Design fetch_sequencer, sky130hd; sources not shown.
==> images/class_map.png <==
Scale: 8 px per µm.
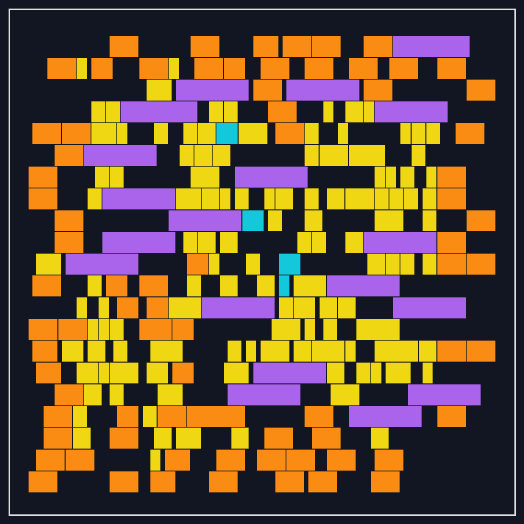
Yellow shows remaining logic cells, cells 119, share of their area 37%. Purple shows registers, cells 19, share of their area 24%. Cyan shows clock drivers and dummy loads, cells 4, share of their area 1.3%. Orange shows remaining buffers and delay cells, cells 76, share of their area 37%.
flop share of the area: 23.4%
Final Util: 61.1%

==> images/sizing.png <==
Scale: 6 px per µm.
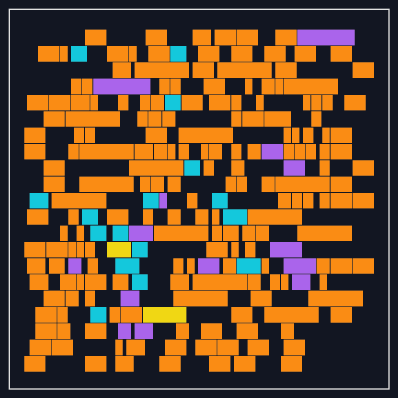
Purple shows x2, cells 14, share 6.4%. Cyan shows x3 and x4, cells 16, share 7.3%, most used buf_4. Yellow shows x6 and larger, cells 2, share 0.92%. Orange shows x1 and smaller, cells 186, share 85%, most used clkdlybuf4s50_1.
Worst Slack Setup Final: 71.6 ps
Non-CTS buffers: 76

==> flow_summary.ini <==
; synthesis and place-and-route metrics
[critical_path]
rr_worst_depth = 5
slowest_stage = dfrtp_1
path_delay_family = buffers and inverters
cp-end-kind = output port
arrival_ps = 1400
startpoint_type = flip-flop
required_ps = 1470
crit_cells = 4

[yosys]
ys_sh_mux_pct = 2.15
topCombFamilyByArea = AND-OR/OR-AND gates
yosys_warnings = 0
edf_count = 0
synthAoiAreaFrac_pct = 26.2
ys_cells = 163
yosysTopAreaCellShare_pct = 34.1
fp_nets = 193
ys_top_cells_by_area = dfrtp_1 (34%), buf_4 (8.6%), a21oi_1 (7.9%), o21ai_0 (4.3%), nand4_1 (4.0%)

[floorplanning]
coreArea_um2 = 3340
die_h_um = 63.1

[layout]
diodes = 0
nets = 249
lay_top_count = clkdlybuf4s50_1
nFlopsAndLatches = 19
comb_area_um2 = 716
fill_cells = 331
finalInstanceArea_um2 = 2040
drive_above_1_share_pct = 14.7
buffer_area_share_pct = 36.4
syn_to_final_growth_pct = 46.2
final_cell_mix = clkdlybuf4s50_1 (60), a21oi_1 (22), dfrtp_1 (17)

[cts]
cts.path.max_buffers = 2
clk_pin_slew_ps = 120
cts_root_buf = clkbuf_4
cts_resized = 12

[routing]
vias_per_cell = 5.47
firstDrtPassIters = 4

[final_timing]
finalCritPeriodShare_pct = 96.6
skew_ps = 7.69
hold_viol = 0
setup_tns_ps = 0

[outcome]
status = completed

[power_and_ir_drop]
cellLeakagePower_uw = 0.000825

[place]
place_inst = 257
place_congestion = 0.787
port_buffers = 65
